<file path="src/rtl/reseller_pkg.sv">
// Shared vending-machine definitions: dispenser states, coin select codes and
// the default money widths/denominations shared with the accumulator.
package reseller_pkg;

    typedef enum logic [2:0] {
        ST_IDLE,
        ST_SELECT,
        ST_REQ,
        ST_RELEASE,
        ST_DONE,
        ST_FAULT
    } dispense_state_e;

    localparam logic [1:0] COIN_LO  = 2'd0;
    localparam logic [1:0] COIN_MID = 2'd1;
    localparam logic [1:0] COIN_HI  = 2'd2;

    localparam int MONEY_WIDTH_DEFAULT = 8;
    localparam int DEN_HI_DEFAULT      = 10;
    localparam int DEN_MID_DEFAULT     = 5;
    localparam int DEN_LO_DEFAULT      = 1;
    localparam int STOCK_INIT_DEFAULT  = 15;

endpackage

</file>
<file path="src/rtl/change_dispenser_if.sv">
// Payout request and coin-ejector handshake bundle for change_dispenser.
// master = vend logic / ejector side, slave = the dispenser itself.
interface change_dispenser_if #(
    parameter int WIDTH = 8
);
    logic             start;
    logic [WIDTH-1:0] amount;
    logic             coin_ack;
    logic             coin_req;
    logic [1:0]       coin_sel;
    logic             busy;
    logic             done;
    logic             fault;
    logic [WIDTH-1:0] remaining;

    modport master (
        output start, amount, coin_ack,
        input  coin_req, coin_sel, busy, done, fault, remaining
    );

    modport slave (
        input  start, amount, coin_ack,
        output coin_req, coin_sel, busy, done, fault, remaining
    );
endinterface

</file>
<file path="src/rtl/change_dispenser_coin_stock.sv">
// coin_stock: inventory counter for one denomination. Loads the initial
// stock at reset, counts down once per dispensed coin, never wraps below 0.
module coin_stock #(
    parameter int STOCK_W    = 4,
    parameter int STOCK_INIT = 15
) (
    input  logic clk,
    input  logic rst_n,
    input  logic take_i,
    output logic empty_o
);
    logic [STOCK_W-1:0] count_q;

    // Stock register: reload on reset, decrement per coin, hold at zero.
    always_ff @(posedge clk) begin
        if (!rst_n) begin
            count_q <= STOCK_W'(STOCK_INIT);
        end else if (take_i && (count_q != '0)) begin
            count_q <= count_q - STOCK_W'(1);
        end
    end

    assign empty_o = (count_q == '0);

endmodule

</file>
<file path="src/rtl/change_dispenser.sv">
// change_dispenser: breaks a change amount greedily into HI/MID/LO coins and
// hands them to the ejector one at a time over a four-phase req/ack handshake.
// Define CHANGE_DISPENSER_INVENTORY_EN to track per-coin stock and report
// fault when the balance cannot be paid from what is left.
module change_dispenser
    import reseller_pkg::*;
#(
    parameter int WIDTH   = MONEY_WIDTH_DEFAULT,
    parameter int DEN_HI  = DEN_HI_DEFAULT,
    parameter int DEN_MID = DEN_MID_DEFAULT,
    parameter int DEN_LO  = DEN_LO_DEFAULT
`ifdef CHANGE_DISPENSER_INVENTORY_EN
    ,
    parameter int STOCK_INIT = STOCK_INIT_DEFAULT
`endif
) (
    input  logic               clk,
    input  logic               rst_n,
    change_dispenser_if.slave  bus
);
    localparam logic [WIDTH-1:0] DenHi  = WIDTH'(DEN_HI);
    localparam logic [WIDTH-1:0] DenMid = WIDTH'(DEN_MID);
    localparam logic [WIDTH-1:0] DenLo  = WIDTH'(DEN_LO);

    dispense_state_e  state_q, state_d;
    logic [WIDTH-1:0] remaining_q, remaining_d;
    logic [1:0]       coin_sel_q, coin_sel_d;
    logic [WIDTH-1:0] chosenVal;
    logic             hiAvail, midAvail, loAvail;

`ifdef CHANGE_DISPENSER_INVENTORY_EN
    localparam int StockW = (STOCK_INIT < 1) ? 1 : $clog2(STOCK_INIT + 1);

    logic ackTaken;
    logic hiEmpty, midEmpty, loEmpty;

    assign ackTaken = (state_q == ST_REQ) && bus.coin_ack;

    coin_stock #(.STOCK_W(StockW), .STOCK_INIT(STOCK_INIT)) u_stockHi (
        .clk(clk), .rst_n(rst_n),
        .take_i(ackTaken && (coin_sel_q == COIN_HI)), .empty_o(hiEmpty)
    );
    coin_stock #(.STOCK_W(StockW), .STOCK_INIT(STOCK_INIT)) u_stockMid (
        .clk(clk), .rst_n(rst_n),
        .take_i(ackTaken && (coin_sel_q == COIN_MID)), .empty_o(midEmpty)
    );
    coin_stock #(.STOCK_W(StockW), .STOCK_INIT(STOCK_INIT)) u_stockLo (
        .clk(clk), .rst_n(rst_n),
        .take_i(ackTaken && (coin_sel_q == COIN_LO)), .empty_o(loEmpty)
    );

    assign hiAvail  = !hiEmpty;
    assign midAvail = !midEmpty;
    assign loAvail  = !loEmpty;
`else
    assign hiAvail  = 1'b1;
    assign midAvail = 1'b1;
    assign loAvail  = 1'b1;
`endif

    // Value in money units of the coin currently offered to the ejector.
    always_comb begin
        chosenVal = DenLo;
        case (coin_sel_q)
            COIN_HI:  chosenVal = DenHi;
            COIN_MID: chosenVal = DenMid;
            default:  chosenVal = DenLo;
        endcase
    end

    // State, balance and selected coin registers; reset abandons any payout.
    always_ff @(posedge clk) begin
        if (!rst_n) begin
            state_q     <= ST_IDLE;
            remaining_q <= '0;
            coin_sel_q  <= COIN_LO;
        end else begin
            state_q     <= state_d;
            remaining_q <= remaining_d;
            coin_sel_q  <= coin_sel_d;
        end
    end

    // Next-state logic: greedy coin choice, handshake sequencing, completion.
    always_comb begin
        state_d     = state_q;
        remaining_d = remaining_q;
        coin_sel_d  = coin_sel_q;
        case (state_q)
            ST_IDLE, ST_FAULT: begin
                if (bus.start) begin
                    remaining_d = bus.amount;
                    state_d     = ST_SELECT;
                end
            end
            ST_SELECT: begin
                if (remaining_q == '0) begin
                    state_d = ST_DONE;
                end else if (hiAvail && (remaining_q >= DenHi)) begin
                    coin_sel_d = COIN_HI;
                    state_d    = ST_REQ;
                end else if (midAvail && (remaining_q >= DenMid)) begin
                    coin_sel_d = COIN_MID;
                    state_d    = ST_REQ;
                end else if (loAvail && (remaining_q >= DenLo)) begin
                    coin_sel_d = COIN_LO;
                    state_d    = ST_REQ;
                end else begin
`ifdef CHANGE_DISPENSER_INVENTORY_EN
                    state_d = ST_FAULT;
`else
                    state_d = ST_DONE;
`endif
                end
            end
            ST_REQ: begin
                if (bus.coin_ack) begin
                    remaining_d = remaining_q - chosenVal;
                    state_d     = ST_RELEASE;
                end
            end
            ST_RELEASE: begin
                if (!bus.coin_ack) begin
                    state_d = ST_SELECT;
                end
            end
            ST_DONE: begin
                state_d = ST_IDLE;
            end
            default: begin
                state_d = ST_IDLE;
            end
        endcase
    end

    assign bus.coin_req  = (state_q == ST_REQ);
    assign bus.coin_sel  = coin_sel_q;
    assign bus.busy      = (state_q == ST_SELECT) || (state_q == ST_REQ) ||
                           (state_q == ST_RELEASE) || (state_q == ST_DONE);
    assign bus.done      = (state_q == ST_DONE);
    assign bus.remaining = remaining_q;
`ifdef CHANGE_DISPENSER_INVENTORY_EN
    assign bus.fault     = (state_q == ST_FAULT);
`else
    assign bus.fault     = 1'b0;
`endif

endmodule

</file>
<file path="src/flat_wrapper.sv">
// flat-port wrapper written by rule: the top's interface ports become plain ports
module change_dispenser_flat import reseller_pkg::*;
#(
    parameter int WIDTH   = MONEY_WIDTH_DEFAULT,
    parameter int DEN_HI  = DEN_HI_DEFAULT,
    parameter int DEN_MID = DEN_MID_DEFAULT,
    parameter int DEN_LO  = DEN_LO_DEFAULT

)
  (clk, rst_n, bus_start, bus_amount, bus_coin_ack, bus_coin_req, bus_coin_sel, bus_busy, bus_done, bus_fault, bus_remaining);
  change_dispenser_if #(.WIDTH(WIDTH)) bus_i ();
  input  logic clk;
  input  logic rst_n;
  input wire logic [$bits(bus_i.start)-1:0] bus_start;
  input wire logic [$bits(bus_i.amount)-1:0] bus_amount;
  input wire logic [$bits(bus_i.coin_ack)-1:0] bus_coin_ack;
  output wire logic [$bits(bus_i.coin_req)-1:0] bus_coin_req;
  output wire logic [$bits(bus_i.coin_sel)-1:0] bus_coin_sel;
  output wire logic [$bits(bus_i.busy)-1:0] bus_busy;
  output wire logic [$bits(bus_i.done)-1:0] bus_done;
  output wire logic [$bits(bus_i.fault)-1:0] bus_fault;
  output wire logic [$bits(bus_i.remaining)-1:0] bus_remaining;
  assign bus_i.start = bus_start;
  assign bus_i.amount = bus_amount;
  assign bus_i.coin_ack = bus_coin_ack;
  assign bus_coin_req = bus_i.coin_req;
  assign bus_coin_sel = bus_i.coin_sel;
  assign bus_busy = bus_i.busy;
  assign bus_done = bus_i.done;
  assign bus_fault = bus_i.fault;
  assign bus_remaining = bus_i.remaining;
  change_dispenser #(.WIDTH(WIDTH), .DEN_HI(DEN_HI), .DEN_MID(DEN_MID), .DEN_LO(DEN_LO)) u_core (.clk(clk), .rst_n(rst_n), .bus(bus_i));
endmodule
</file>
<file path="config.mk">
export PLATFORM = sky130hd
export DESIGN_NAME = change_dispenser_flat
export DESIGN_NICKNAME = d
export VERILOG_FILES = /design/src/rtl/reseller_pkg.sv /design/src/rtl/change_dispenser_if.sv /design/src/rtl/change_dispenser_coin_stock.sv /design/src/rtl/change_dispenser.sv /design/src/flat_wrapper.sv
export SDC_FILE = /design/constraint.sdc
export NUM_CORES = 1
export LEC_CHECK = 0
export CAP_MARGIN = 15
export CORE_ASPECT_RATIO = 0.7
export CORE_MARGIN = 5
export CORE_UTILIZATION = 40
export CTS_CLUSTER_SIZE = 12
export DETAILED_ROUTE_END_ITERATION = 10
export PLACE_DENSITY = 0.65
export SKIP_LAST_GASP = 1
export SYNTH_ARGS = -nofsm -noshare
export SYNTH_HDL_FRONTEND = slang
export SYNTH_SLANG_ARGS = --single-unit
</file>
<file path="constraint.sdc">
create_clock -name clk -period 3.6 [get_ports clk]
set_input_delay 1.08 -clock clk [delete_from_list [all_inputs] [get_ports clk]]
set_output_delay 1.08 -clock clk [all_outputs]
set_load 0.01 [all_outputs]
</file>
flops_by_reg.png
Scale bar: 20 µm. Other cells in grey.
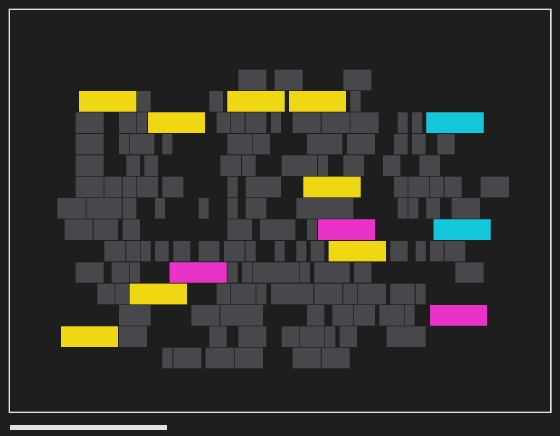
colour	netlist name	sequential cells
yellow	`u_core.bus.remaining`	8
cyan	`u_core.bus.coin_sel`	2
magenta	`u_core.state_q`	3
Flop+latch power: 203 µW
final cell utilization of the core: 55.1%
Seq. cell area: 260 µm²
Seq area share: 21.2%

detail.png
Scale bar: 10 µm. Window x 5 to 30, y 0 to 25 µm. Cells in grey, sequential cells in the stronger grey; small squares are vias.
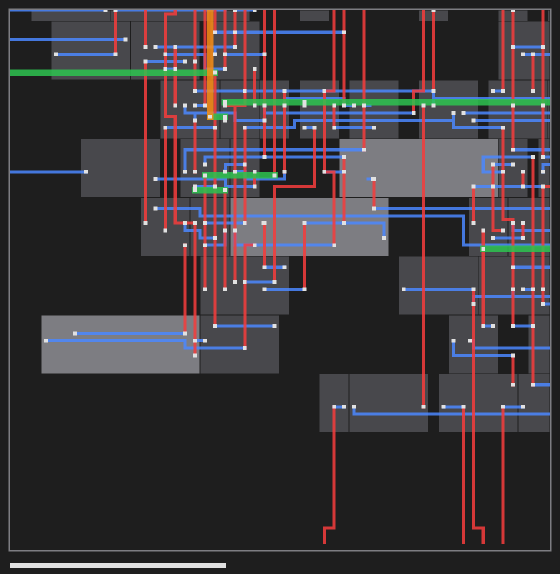
colour	layer
orange	metal 4
blue	metal 1
green	metal 3
red	metal 2
cells with their middle in the window	30
most frequent	clkdlybuf4s50_1 (6), dfxtp_1 (3)
netlist names of flops here include	`u_core.bus.remaining` (2), `u_core.state_q` (1)
sequential cells in the window	3

congestion.png
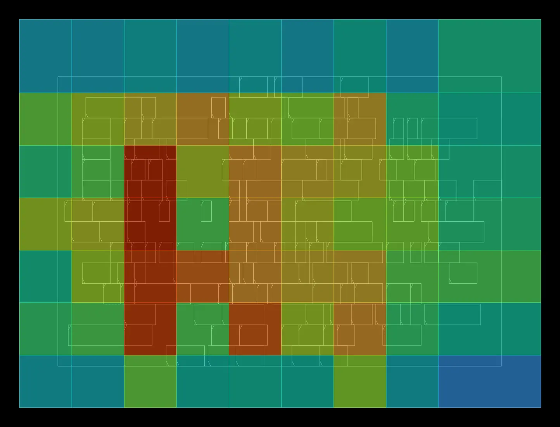
M1 GR Usage: 21.4%
met2 Resource Use GR: 21.9%
GRT Overall Usage: 15.3%
layer carrying the most global-route usage: met2

==> flow_summary.yaml <==
# implementation run metrics
grt:
  antenna_found_initial: 0
  grt_pass1_wl_um: 4080
routing:
  drt_wl_total_um: 2440
  drtPass1Iterations: 4
  wl_met3_um: 192
  antenna_left: 0
  vias_per_cell: 5.55
layout:
  comb_area_um2: 641
  n_clock_buffer: 4
  lay_top_count: "clkdlybuf4s50_1"
run_status:
  status: "complete, no violations"
sta:
  timing.fmax_mhz: 306
  rsz0062_at_grt: "false"
logic_synthesis:
  synth-adder-area-share_pct: 7.27
  top_cells_by_count: "dfxtp_1, nand2_1, nor2_1, a21oi_1, o21ai_0"
floorplan:
  die_height_um: 51.1
hold_path:
  whs_path_depth: 2
setup_path:
  slowest_delay_ns: 0.57
pwr:
  pwr-share-seq_pct: 33.9
clock_network:
  root_buffer: "clkbuf_4"
No activity file was given, so power comes from the tool's default toggle rates.
